==> src/rtl/neuron_acc_pkg.sv <==
// Shared types and helpers for the neuron accumulator: FSM states, internal sum
// width and the output saturation function.
package neuron_acc_pkg;

  typedef enum logic [1:0] {
    IDLE,
    ACCUM,
    BIAS,
    OUT
  } state_t;

  // Saturation works on a wide signed value so one function serves every width.
  localparam int SAT_CALC_W = 64;

  typedef struct packed {
    logic signed [SAT_CALC_W-1:0] val;
    logic                         flag;
  } sat_res_t;

  // Wide enough that LEN full-scale products plus the bias can never wrap.
  function automatic int sum_width(input int din_w, input int bias_w, input int len);
    return ((din_w > bias_w) ? din_w : bias_w) + $clog2(len) + 1;
  endfunction

  function automatic sat_res_t saturate(input logic signed [SAT_CALC_W-1:0] v,
                                        input int acc_w);
    logic signed [SAT_CALC_W-1:0] hi;
    logic signed [SAT_CALC_W-1:0] lo;
    sat_res_t                     r;
    hi     = (64'sd1 <<< (acc_w - 1)) - 64'sd1;
    lo     = -(64'sd1 <<< (acc_w - 1));
    r.val  = v;
    r.flag = 1'b0;
    if (v > hi) begin
      r.val  = hi;
      r.flag = 1'b1;
    end else if (v < lo) begin
      r.val  = lo;
      r.flag = 1'b1;
    end
    return r;
  endfunction

endpackage

==> src/rtl/neuron_acc_if.sv <==
// Beat input / result output handshake bundle of the neuron accumulator.
// The producer and consumer side (testbench or datapath) use the master modport.
interface neuron_acc_if #(
  parameter int DIN_W  = 20,
  parameter int BIAS_W = 8,
  parameter int ACC_W  = 22,
  parameter int N_CH   = 4
);

  logic                     in_valid;
  logic                     in_ready;
  logic [N_CH*DIN_W-1:0]    din;
  logic [N_CH*BIAS_W-1:0]   bias;
  logic                     out_valid;
  logic                     out_ready;
  logic [N_CH*ACC_W-1:0]    dout;
  logic [N_CH-1:0]          sat;

  modport master (
    output in_valid, din, bias, out_ready,
    input  in_ready, out_valid, dout, sat
  );

  modport slave (
    input  in_valid, din, bias, out_ready,
    output in_ready, out_valid, dout, sat
  );

endinterface

==> src/rtl/neuron_acc_lane.sv <==
// One neuron channel: running sum, latched bias, final bias add, saturation and
// optional ReLU (RELU_EN). Control strobes come from the shared FSM in neuron_acc.
module acc_lane
  import neuron_acc_pkg::*;
#(
  parameter int DIN_W  = 20,
  parameter int BIAS_W = 8,
  parameter int ACC_W  = 22,
  parameter int SUM_W  = 31
) (
  input  logic                     clk,
  input  logic                     rst,
  input  logic                     load,
  input  logic                     add,
  input  logic                     finish,
  input  logic signed [DIN_W-1:0]  din,
  input  logic signed [BIAS_W-1:0] bias,
  output logic signed [ACC_W-1:0]  dout,
  output logic                     sat
);

  logic signed [SUM_W-1:0]  sum;
  logic signed [BIAS_W-1:0] bias_q;
  logic signed [SUM_W:0]    total;
  sat_res_t                 res;
  logic signed [ACC_W-1:0]  clipped;
  logic signed [ACC_W-1:0]  result;

  // The flag reflects the clip before ReLU, so a clamped negative still reports.
  always_comb begin
    total   = (SUM_W + 1)'(sum) + (SUM_W + 1)'(bias_q);
    res     = saturate(SAT_CALC_W'(total), ACC_W);
    clipped = ACC_W'(res.val);
    result  = clipped;
`ifdef RELU_EN
    if (clipped[ACC_W-1]) begin
      result = '0;
    end
`endif
  end

  always_ff @(posedge clk) begin
    if (rst) begin
      sum    <= '0;
      bias_q <= '0;
      dout   <= '0;
      sat    <= 1'b0;
    end else begin
      if (load) begin
        sum    <= SUM_W'(din);
        bias_q <= bias;
      end else if (add) begin
        sum <= sum + SUM_W'(din);
      end
      if (finish) begin
        dout <= result;
        sat  <= res.flag;
      end
    end
  end

endmodule

==> src/rtl/neuron_acc.sv <==
// N_CH-channel neuron accumulator: LEN-beat signed dot-product sums plus bias,
// saturated to ACC_W bits, behind valid/ready. Optional ReLU via RELU_EN.
module neuron_acc
  import neuron_acc_pkg::*;
#(
  parameter int DIN_W  = 20,
  parameter int BIAS_W = 8,
  parameter int ACC_W  = 22,
  parameter int N_CH   = 4,
  parameter int LEN    = 784
) (
  input logic         clk,
  input logic         rst,
  neuron_acc_if.slave bus
);

  localparam int SUM_W = sum_width(DIN_W, BIAS_W, LEN);
  localparam int CNT_W = $clog2(LEN + 1);

  state_t                 state;
  logic [CNT_W-1:0]       count;
  logic                   out_valid_q;
  logic                   beat;
  logic                   load;
  logic                   add;
  logic                   finish;
  logic [N_CH*ACC_W-1:0]  dout_all;
  logic [N_CH-1:0]        sat_all;

  // in_ready depends only on state and rst so no path runs from in_valid/out_ready.
  assign bus.in_ready  = !rst && ((state == IDLE) || (state == ACCUM));
  assign beat          = bus.in_valid && bus.in_ready;
  assign load          = beat && (state == IDLE);
  assign add           = beat && (state == ACCUM);
  assign finish        = (state == BIAS);
  assign bus.out_valid = out_valid_q;
  assign bus.dout      = dout_all;
  assign bus.sat       = sat_all;

  always_ff @(posedge clk) begin
    if (rst) begin
      state       <= IDLE;
      count       <= '0;
      out_valid_q <= 1'b0;
    end else begin
      case (state)
        IDLE: begin
          if (beat) begin
            count <= CNT_W'(1);
            state <= (LEN == 1) ? BIAS : ACCUM;
          end
        end
        ACCUM: begin
          if (beat) begin
            count <= count + CNT_W'(1);
            if (count == CNT_W'(LEN - 1)) begin
              state <= BIAS;
            end
          end
        end
        BIAS: begin
          out_valid_q <= 1'b1;
          state       <= OUT;
        end
        OUT: begin
          if (bus.out_ready) begin
            out_valid_q <= 1'b0;
            count       <= '0;
            state       <= IDLE;
          end
        end
        default: begin
          state <= IDLE;
        end
      endcase
    end
  end

  for (genvar c = 0; c < N_CH; c++) begin : g_lane
    acc_lane #(
      .DIN_W  (DIN_W),
      .BIAS_W (BIAS_W),
      .ACC_W  (ACC_W),
      .SUM_W  (SUM_W)
    ) u_lane (
      .clk    (clk),
      .rst    (rst),
      .load   (load),
      .add    (add),
      .finish (finish),
      .din    (bus.din[c*DIN_W +: DIN_W]),
      .bias   (bus.bias[c*BIAS_W +: BIAS_W]),
      .dout   (dout_all[c*ACC_W +: ACC_W]),
      .sat    (sat_all[c])
    );
  end

endmodule
==> src/flat_wrapper.sv <==
// flat-port wrapper written by rule: the top's interface ports become plain ports
module neuron_acc_flat import neuron_acc_pkg::*;
#(
  parameter int DIN_W  = 20,
  parameter int BIAS_W = 8,
  parameter int ACC_W  = 22,
  parameter int N_CH   = 4,
  parameter int LEN    = 784
)
  (clk, rst, bus_in_valid, bus_din, bus_bias, bus_out_ready, bus_in_ready, bus_out_valid, bus_dout, bus_sat);
  neuron_acc_if #(.DIN_W(DIN_W), .BIAS_W(BIAS_W), .ACC_W(ACC_W), .N_CH(N_CH)) bus_i ();
  input logic clk;
  input logic rst;
  input wire logic [$bits(bus_i.in_valid)-1:0] bus_in_valid;
  input wire logic [$bits(bus_i.din)-1:0] bus_din;
  input wire logic [$bits(bus_i.bias)-1:0] bus_bias;
  input wire logic [$bits(bus_i.out_ready)-1:0] bus_out_ready;
  output wire logic [$bits(bus_i.in_ready)-1:0] bus_in_ready;
  output wire logic [$bits(bus_i.out_valid)-1:0] bus_out_valid;
  output wire logic [$bits(bus_i.dout)-1:0] bus_dout;
  output wire logic [$bits(bus_i.sat)-1:0] bus_sat;
  assign bus_i.in_valid = bus_in_valid;
  assign bus_i.din = bus_din;
  assign bus_i.bias = bus_bias;
  assign bus_i.out_ready = bus_out_ready;
  assign bus_in_ready = bus_i.in_ready;
  assign bus_out_valid = bus_i.out_valid;
  assign bus_dout = bus_i.dout;
  assign bus_sat = bus_i.sat;
  neuron_acc #(.DIN_W(DIN_W), .BIAS_W(BIAS_W), .ACC_W(ACC_W), .N_CH(N_CH), .LEN(LEN)) u_core (.clk(clk), .rst(rst), .bus(bus_i));
endmodule
==> config.mk <==
export PLATFORM = sky130hd
export DESIGN_NAME = neuron_acc_flat
export DESIGN_NICKNAME = d
export VERILOG_FILES = /design/src/rtl/neuron_acc_pkg.sv /design/src/rtl/neuron_acc_if.sv /design/src/rtl/neuron_acc_lane.sv /design/src/rtl/neuron_acc.sv /design/src/flat_wrapper.sv
export SDC_FILE = /design/constraint.sdc
export NUM_CORES = 1
export LEC_CHECK = 0
export CAP_MARGIN = 20
export CORE_MARGIN = 4
export CORE_UTILIZATION = 40
export CTS_BUF_LIST = sky130_fd_sc_hd__clkbuf_2 sky130_fd_sc_hd__clkbuf_4 sky130_fd_sc_hd__clkbuf_8
export CTS_CLUSTER_DIAMETER = 150
export CTS_CLUSTER_SIZE = 25
export DETAILED_ROUTE_END_ITERATION = 10
export GPL_TIMING_DRIVEN = 0
export PLACE_DENSITY_LB_ADDON = 0.08
export RECOVER_POWER = 25
export SYNTH_ARGS = -nofsm -noshare
export SYNTH_HDL_FRONTEND = slang
export SYNTH_SLANG_ARGS = --single-unit
==> constraint.sdc <==
create_clock -name clk -period 5.1 [get_ports clk]
set_input_delay 1.02 -clock clk [delete_from_list [all_inputs] [get_ports clk]]
set_output_delay 1.02 -clock clk [all_outputs]
set_load 0.05 [all_outputs]
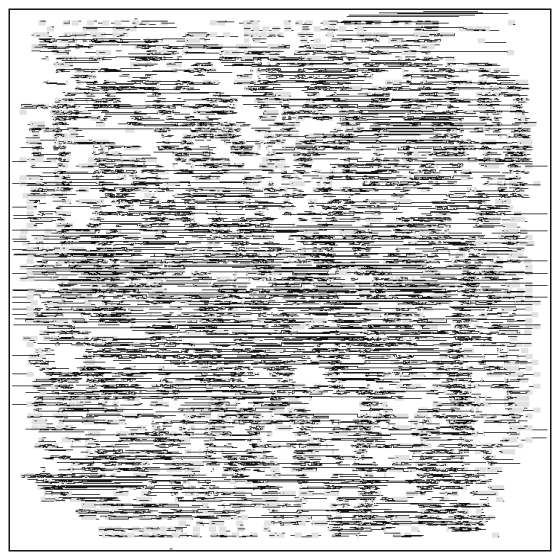
*Met1 routing, run 1*
Cells faint in the background.
- longest straight run: 85.6 µm
- main direction: horizontal
- nets with wire on the layer: 3,421
- wire length on this layer: 39.1 mm

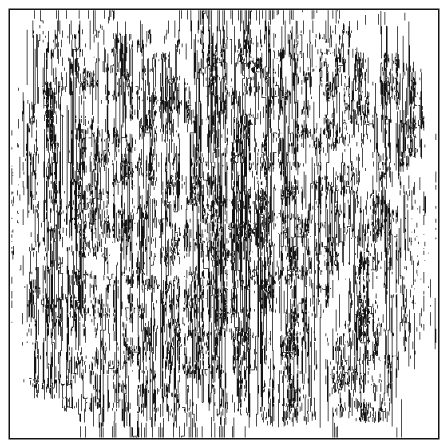
*Signal wires on met2, run 1*
- main direction: vertical
- share of all routed wire: 45%
- wire length on this layer: 39.3 mm

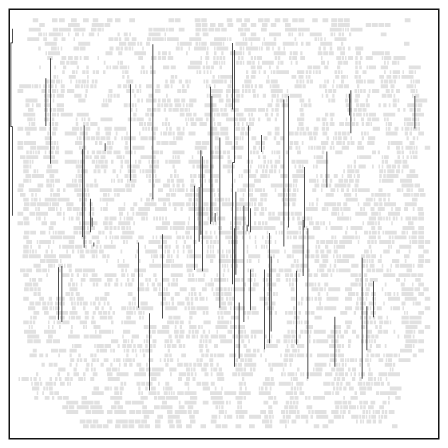
*Metal 4, run 1*
Cells faint in the background.
- wire length on this layer: 2,360 µm
- nets with wire on the layer: 40
- main direction: vertical
- share of all routed wire: 2.7%
- longest straight run: 97.9 µm

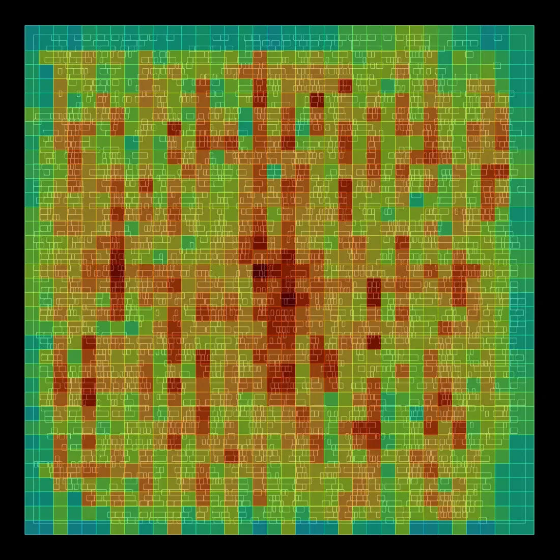
*Routing congestion, run 1*
gr usage total: 27.14%
GR Util met3: 3.037%
GRT Max-Usage Layer: met2

==> flow_summary.ini, run 1 <==
; generated from flow reports
[drt]
ant_nets = 0
dr.first_iter.drc_count = 1843
wirelength_um = 86420
drc = 0

[setup_path]
r2r_start = u_core.g_lane[2].u_lane.sum[0]$_SDFFE_PP0P_
worstPathRequired_ps = 5590
crit_arrival_ps = 5280
worstPathMaxFanout = 10
r2r_slack_ps = 310
critPathKind = register to register
reg2reg_to = u_core.g_lane[2].u_lane.dout[7]$_SDFFE_PP0P_

[yosys]
yosys_area_um2 = 22770
async_reset_ff_share_pct = 0
netlist_area_um2 = 22770
top_area_share_pct = 22.95
synth_top_cell_by_area = dfxtp_1
mux_share_pct = 0.7582
numSynthFlops = 261
edf_count = 0

[pwr]
power_leader = combinational logic
p_clk_uw = 1060
power_frac_comb_pct = 65.7
seqPwrFrac_pct = 25.5
powerDensity_nw_per_um2 = 462.7
vdd_ir_drop_max_mv = 0.1991

[clock_network]
ctsResizeCount = 1
cts_tree = built
root_buffer = clkbuf_8
cts_made_buffers = 14
ctsHoldBuffers = 0
htreeDepth = 1
post_cts_buffers = 0

[global_routing]
globalRouteOverflowTotal = 0
grt_pass1_vias = 22132
grt_start_max_net_pins = 26

[hold_path]
worstHoldPathCells = 2
hold_path_class = register to register
min_from = u_core.g_lane[3].u_lane.dout[1]$_SDFFE_PP0P_

[outcome]
status = completed

[layout]
num-nets-final = 3590
finalNonFillerCells = 3977
nFillCells = 5877
lay_top_cells = 326 x nand2_1, 292 x nor2_1, 286 x a21oi_1
stdcell_area_um2 = 26100
largest_register = u_core.g_lane.u_lane.sum
combGateArea_um2 = 16680
seq_area_um2 = 5229
syn_to_final_growth_pct = 14.60

[floorplan]
dieWidth_um = 246.6
chipArea_um2 = 60810
initial_core_util_pct = 40.39

[final_timing]
setup_slack_ps = 310.2
maxSlewHeadroom_pct = 16.87
slew_violations = 0
holdWs_ps = 461.0
fmax_mhz = 208.8
skew_ps = 38.98
fin_crit_sh_pct = 93.92

[place]
place_hpwl_um = 68270
place_area_um2 = 25850
## run 1: worst max-delay path: cells and delay by family (launching register included)
| family | cells | cell delay [ps] |
|---|---|---|
| AOI/OAI and AO/OA | 9 | 2450 |
| adders and majority gates | 2 | 620 |
| and+or+nand+nor | 2 | 410 |
| DFF | 1 | 450 |
| buffers and inverters | 3 | 730 |
## run 1: metal layers
layer	GRT usage, %	wire length, µm	up-vias
met5	0	27	-
met4	7.275	2363	4
met3	3.037	5664	118
met2	44.94	39270	752
met1	37.52	39090	11195
li1	-	-	11508
## run 1: area by class of cell
cell class	count	share of cell area [%]
clock inverters	2	0.06233
plain buffers	138	2.220
clock buffers	16	0.8438
repair buffers	211	8.136
diodes	2	0.01918
inverters	79	1.136
well taps	756	3.625
flip-flops and latches	261	20.04
multi-input cells	2512	63.92
### Placement density heat map, run 1

Bar = 50 µm. The die is cut into 25 by 25 equal tiles; dark blue is low, red is high, 0 to 100% covered.
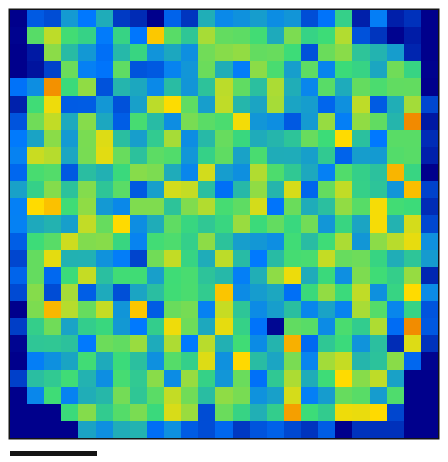

==> run 1 -> run 2 <==
--- a/config.mk
+++ b/config.mk
@@ -13,7 +13,7 @@
 export CTS_CLUSTER_SIZE = 25
 export DETAILED_ROUTE_END_ITERATION = 10
 export GPL_TIMING_DRIVEN = 0
-export PLACE_DENSITY_LB_ADDON = 0.08
+export PLACE_DENSITY = 0.57
 export RECOVER_POWER = 25
 export SYNTH_ARGS = -nofsm -noshare
 export SYNTH_HDL_FRONTEND = slang
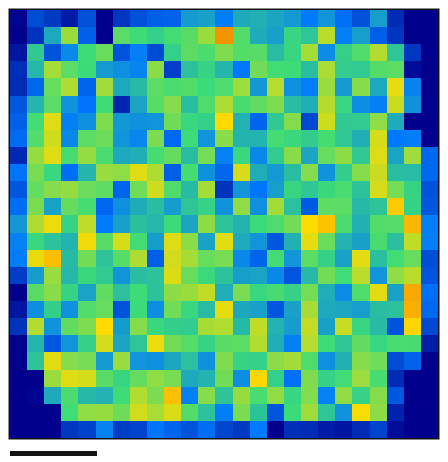
*Placement density heat map, run 2*
Bar = 50 µm. The die is cut into 25 by 25 equal tiles; dark blue is low, red is high, 0 to 100% covered.
- mean over tiles: 41%
- fullest tile: 83%
- nearly empty tiles: 6.1%

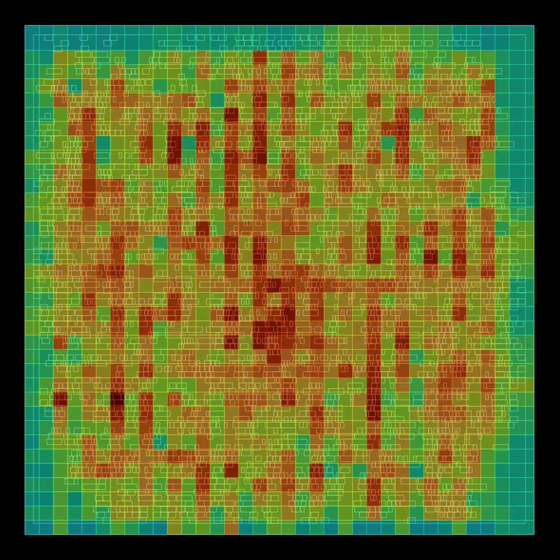
*Routing congestion, run 2*
Post-Route Utilization: 46.38%
M2 GR Usage: 45.37%
GR Util met3: 3.494%

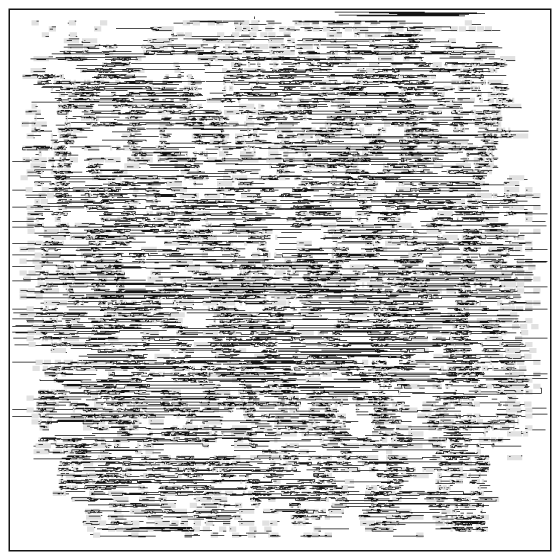
*Met1 routing, run 2*
Cells faint in the background.
- wire length on this layer: 39.8 mm
- share of all routed wire: 46%
- main direction: horizontal
- longest straight run: 73.1 µm

==> flow_summary.ini, run 2 <==
; generated from flow reports
[floorplan]
dieWidth_um = 246.6
initial_core_util_pct = 40.39
tapCellCount = 756

[clock_network]
cts_made_buffers = 14
root_buffer = clkbuf_8
post_cts_buffers = 0

[global_routing]
globalRouteOverflowTotal = 0
grt_usage_pct = 27.37
grt_pass1_vias = 22479
grt_start_max_net_pins = 26

[setup_path]
worst-path-buf-inv = 3
r2r_slack_ps = 280
path_depth = 16
crit_family = AND-OR/OR-AND gates
reg2reg_to = u_core.g_lane[2].u_lane.dout[19]$_SDFFE_PP0P_
worstPathMaxFanout = 10
crit_arrival_ps = 5290
worstPathRequired_ps = 5570
r2r_start = u_core.g_lane[2].u_lane.sum[0]$_SDFFE_PP0P_

[layout]
sh_seq_area_pct = 20.00
n_clock_buffer = 15
finalNonFillerCells = 3980
num-multi-input-gates = 2512
comb-cell-share_pct = 63.77
nFillCells = 5819
n_all_inverters = 79
largest_class = multi-input combinational cells
final-clk-cell-share_pct = 0.8517
buffer_area_share_pct = 10.61
seq_area_um2 = 5229
largest_register = u_core.g_lane.u_lane.sum
seq_cell_count = 261
syn_to_final_growth_pct = 14.84
num-nets-final = 3594
lay_top_cells = 326 x nand2_1, 292 x nor2_1, 286 x a21oi_1
antenna_cells = 3
nNonClkBuffers = 353

[yosys]
synth_top_cell_by_area = dfxtp_1
edf_count = 0
numSynthFlops = 261
top_area_share_pct = 22.95
netlist_area_um2 = 22770
yosys_area_um2 = 22770

[drt]
dr.first_iter.drc_count = 1893
highest_layer = met4
wl_met3_um = 5008
wirelength_um = 86520
drc = 0
wl_met2_um = 39160

[outcome]
status = completed

[pwr]
powerDensity_nw_per_um2 = 463.2
power_frac_comb_pct = 66.1
p_clk_uw = 1040
power_leader = combinational logic
vdd_ir_drop_max_mv = 0.2096

[final_timing]
slew_violations = 0
rsz0062_at_grt = false
fmax_mhz = 207.5
fin_crit_sh_pct = 94.47
worst_pin_slew_ps = 1184

[hold_path]
hold_path_class = register to register
worstHoldPathCells = 2
min_from = u_core.g_lane[3].u_lane.dout[15]$_SDFFE_PP0P_

[place]
place_hpwl_um = 68290

[run]
drv_cap = 0
-- run 2: stage by stage --
step	power [µW]	hold WS [ps]	util, %	setup WS, ps	cell area (µm²)
2_1_floorplan	8494	439.7	-	1154	22770
3_5_place_dp	11040	441.7	45.91	-260.6	25880
3_3_place_gp	10890	442.1	45.76	-226.0	25800
6_report	12110	465.7	46.38	281.9	26150
4_1_cts	12120	466.4	46.30	72.32	26110
5_1_grt	12970	486.6	46.37	1.405	26150
-- run 2: what timing repair did --
item | CTS | global route
setup endpoints to repair | 11 | 44
cloned | 0 | 0
resized | 1 | 3
hold endpoints to repair | 0 | 0
pin swaps | 0 | 0
hold buffers | 0 | 0
-- run 2: metal layers --
layer,vias to the layer above,global-route usage [%]
met5,-,0
met4,0,7.475
met3,116,3.494
met2,724,45.37
met1,11349,37.47
li1,11496,-
### Metal 4, run 2

Cells faint in the background.
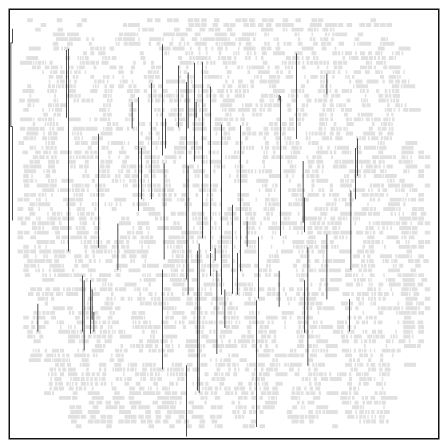

==> run 2 -> run 3 <==
--- a/config.mk
+++ b/config.mk
@@ -5,7 +5,7 @@
 export SDC_FILE = /design/constraint.sdc
 export NUM_CORES = 1
 export LEC_CHECK = 0
-export CAP_MARGIN = 20
+export CAP_MARGIN = 0
 export CORE_MARGIN = 4
 export CORE_UTILIZATION = 40
 export CTS_BUF_LIST = sky130_fd_sc_hd__clkbuf_2 sky130_fd_sc_hd__clkbuf_4 sky130_fd_sc_hd__clkbuf_8
@@ -15,6 +15,7 @@
 export GPL_TIMING_DRIVEN = 0
 export PLACE_DENSITY = 0.57
 export RECOVER_POWER = 25
+export SKIP_CTS_REPAIR_TIMING = 1
 export SYNTH_ARGS = -nofsm -noshare
 export SYNTH_HDL_FRONTEND = slang
 export SYNTH_SLANG_ARGS = --single-unit
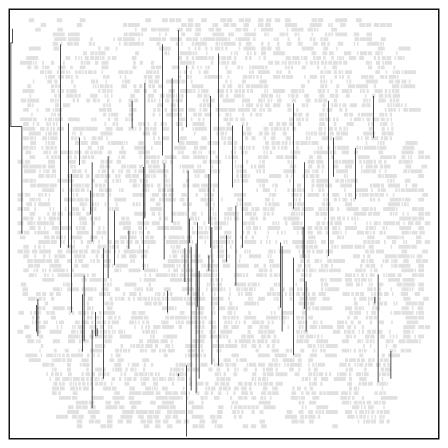
*Metal 4, run 3*
Cells faint in the background.
- longest straight run: 180 µm
- nets with wire on the layer: 44
- main direction: vertical

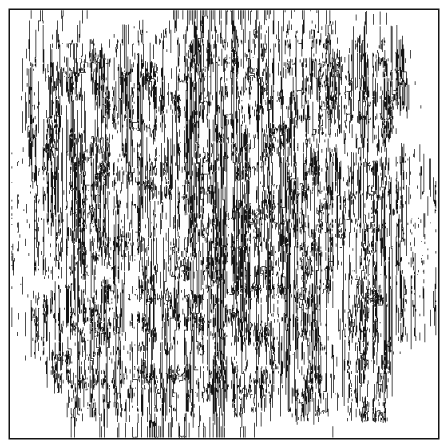
*Signal wires on met2, run 3*
- longest straight run: 104 µm
- share of all routed wire: 45%
- nets with wire on the layer: 3,009
- wire length on this layer: 39.1 mm
- main direction: vertical

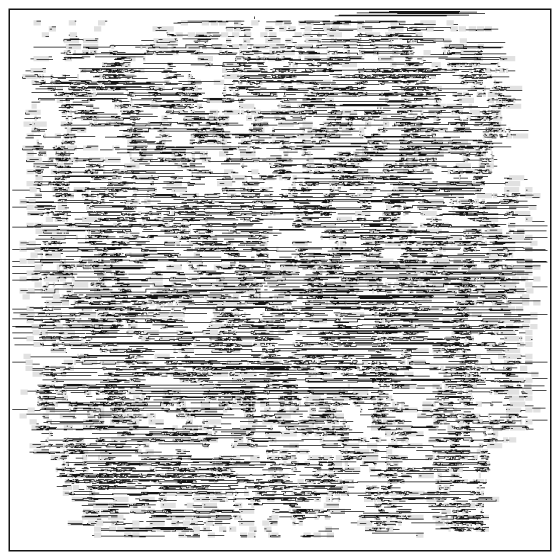
*Met1 routing, run 3*
Cells faint in the background.
- wire length on this layer: 39.5 mm
- longest straight run: 87.9 µm

==> flow_summary.ini, run 3 <==
; generated from flow reports
[layout]
nNonClkBuffers = 346
syn_to_final_growth_pct = 14.41
seq_area_um2 = 5230
fin_util_pct = 46.20
nFillCells = 5834
sh_seq_area_pct = 20.07
stdcell_area_um2 = 26050
final-clk-cell-share_pct = 0.8741
antenna_cells = 2
largest_class = multi-input combinational cells
largest_register = u_core.g_lane.u_lane.sum
comb-cell-share_pct = 64.05
n_all_inverters = 79

[pwr]
seqPwrFrac_pct = 25.5
finalPower_uw = 12060
powerDensity_nw_per_um2 = 462.9

[drt]
wirelength_um = 86510
highest_layer = met4
wl_met2_um = 39120
ant_nets = 0
drc = 0

[floorplan]
initial_core_util_pct = 40.39
tapCellCount = 756
dieWidth_um = 246.6
chipArea_um2 = 60810

[setup_path]
crit_family = AND-OR/OR-AND gates
r2r_slack_ps = 240
worst-path-buf-inv = 3
critPathKind = register to register
worstPathRequired_ps = 5590

[yosys]
edf_count = 0
yosys_area_um2 = 22770
async_reset_ff_share_pct = 0
synth_top_cell_by_area = dfxtp_1
top_area_share_pct = 22.95
netlist_area_um2 = 22770

[global_routing]
globalRouteOverflowTotal = 0
grt_pass1_vias = 22450

[final_timing]
slew_violations = 0
worst_pin_slew_ps = 1473
fmax_mhz = 205.6
fin_crit_sh_pct = 95.36
rsz0062_at_grt = false
maxSlewHeadroom_pct = 1.820

[hold_path]
min_from = u_core.g_lane[3].u_lane.dout[1]$_SDFFE_PP0P_
worstHoldPathCells = 2
hold_path_class = register to register

[clock_network]
cts_tree = built
root_buffer = clkbuf_8
htreeDepth = 1
cts_made_buffers = 14

[place]
place_area_um2 = 25800
dp_slack_ps = -232.1

[outcome]
status = completed
==> run 3: cell families (layout without fill, tap and decap cells) <==
family	Yosys count	count (layout)	synth area share (%)
AND-OR/OR-AND	1062	1062	30.76
AND/OR/NAND/NOR	985	985	19.96
flip-flops	261	261	22.95
adder cells (fa/ha/maj)	257	257	14.38
buffers and inverters	217	443	3.846
XOR/XNOR	191	191	7.346
multiplexers	17	17	0.7582
other	0	2	0
==> run 3: power groups by stage <==
stage               Clock [µW]  Combinational (µW)  Sequential, µW
floorplan                    0                4830            3660
finish                    1040                7950            3070
global route              1120                8630            3140
global placement             0                7780            3110
detailed placement           0                7860            3120
CTS                       1070                7910            3080
==> run 3: layer usage <==
metal	up-vias	track usage (%)
li1	11479	-
met1	11398	37.82
met2	816	45.07
met3	124	2.743
met4	0	8.059
met5	-	0
Power and IR drop assume default switching activity.
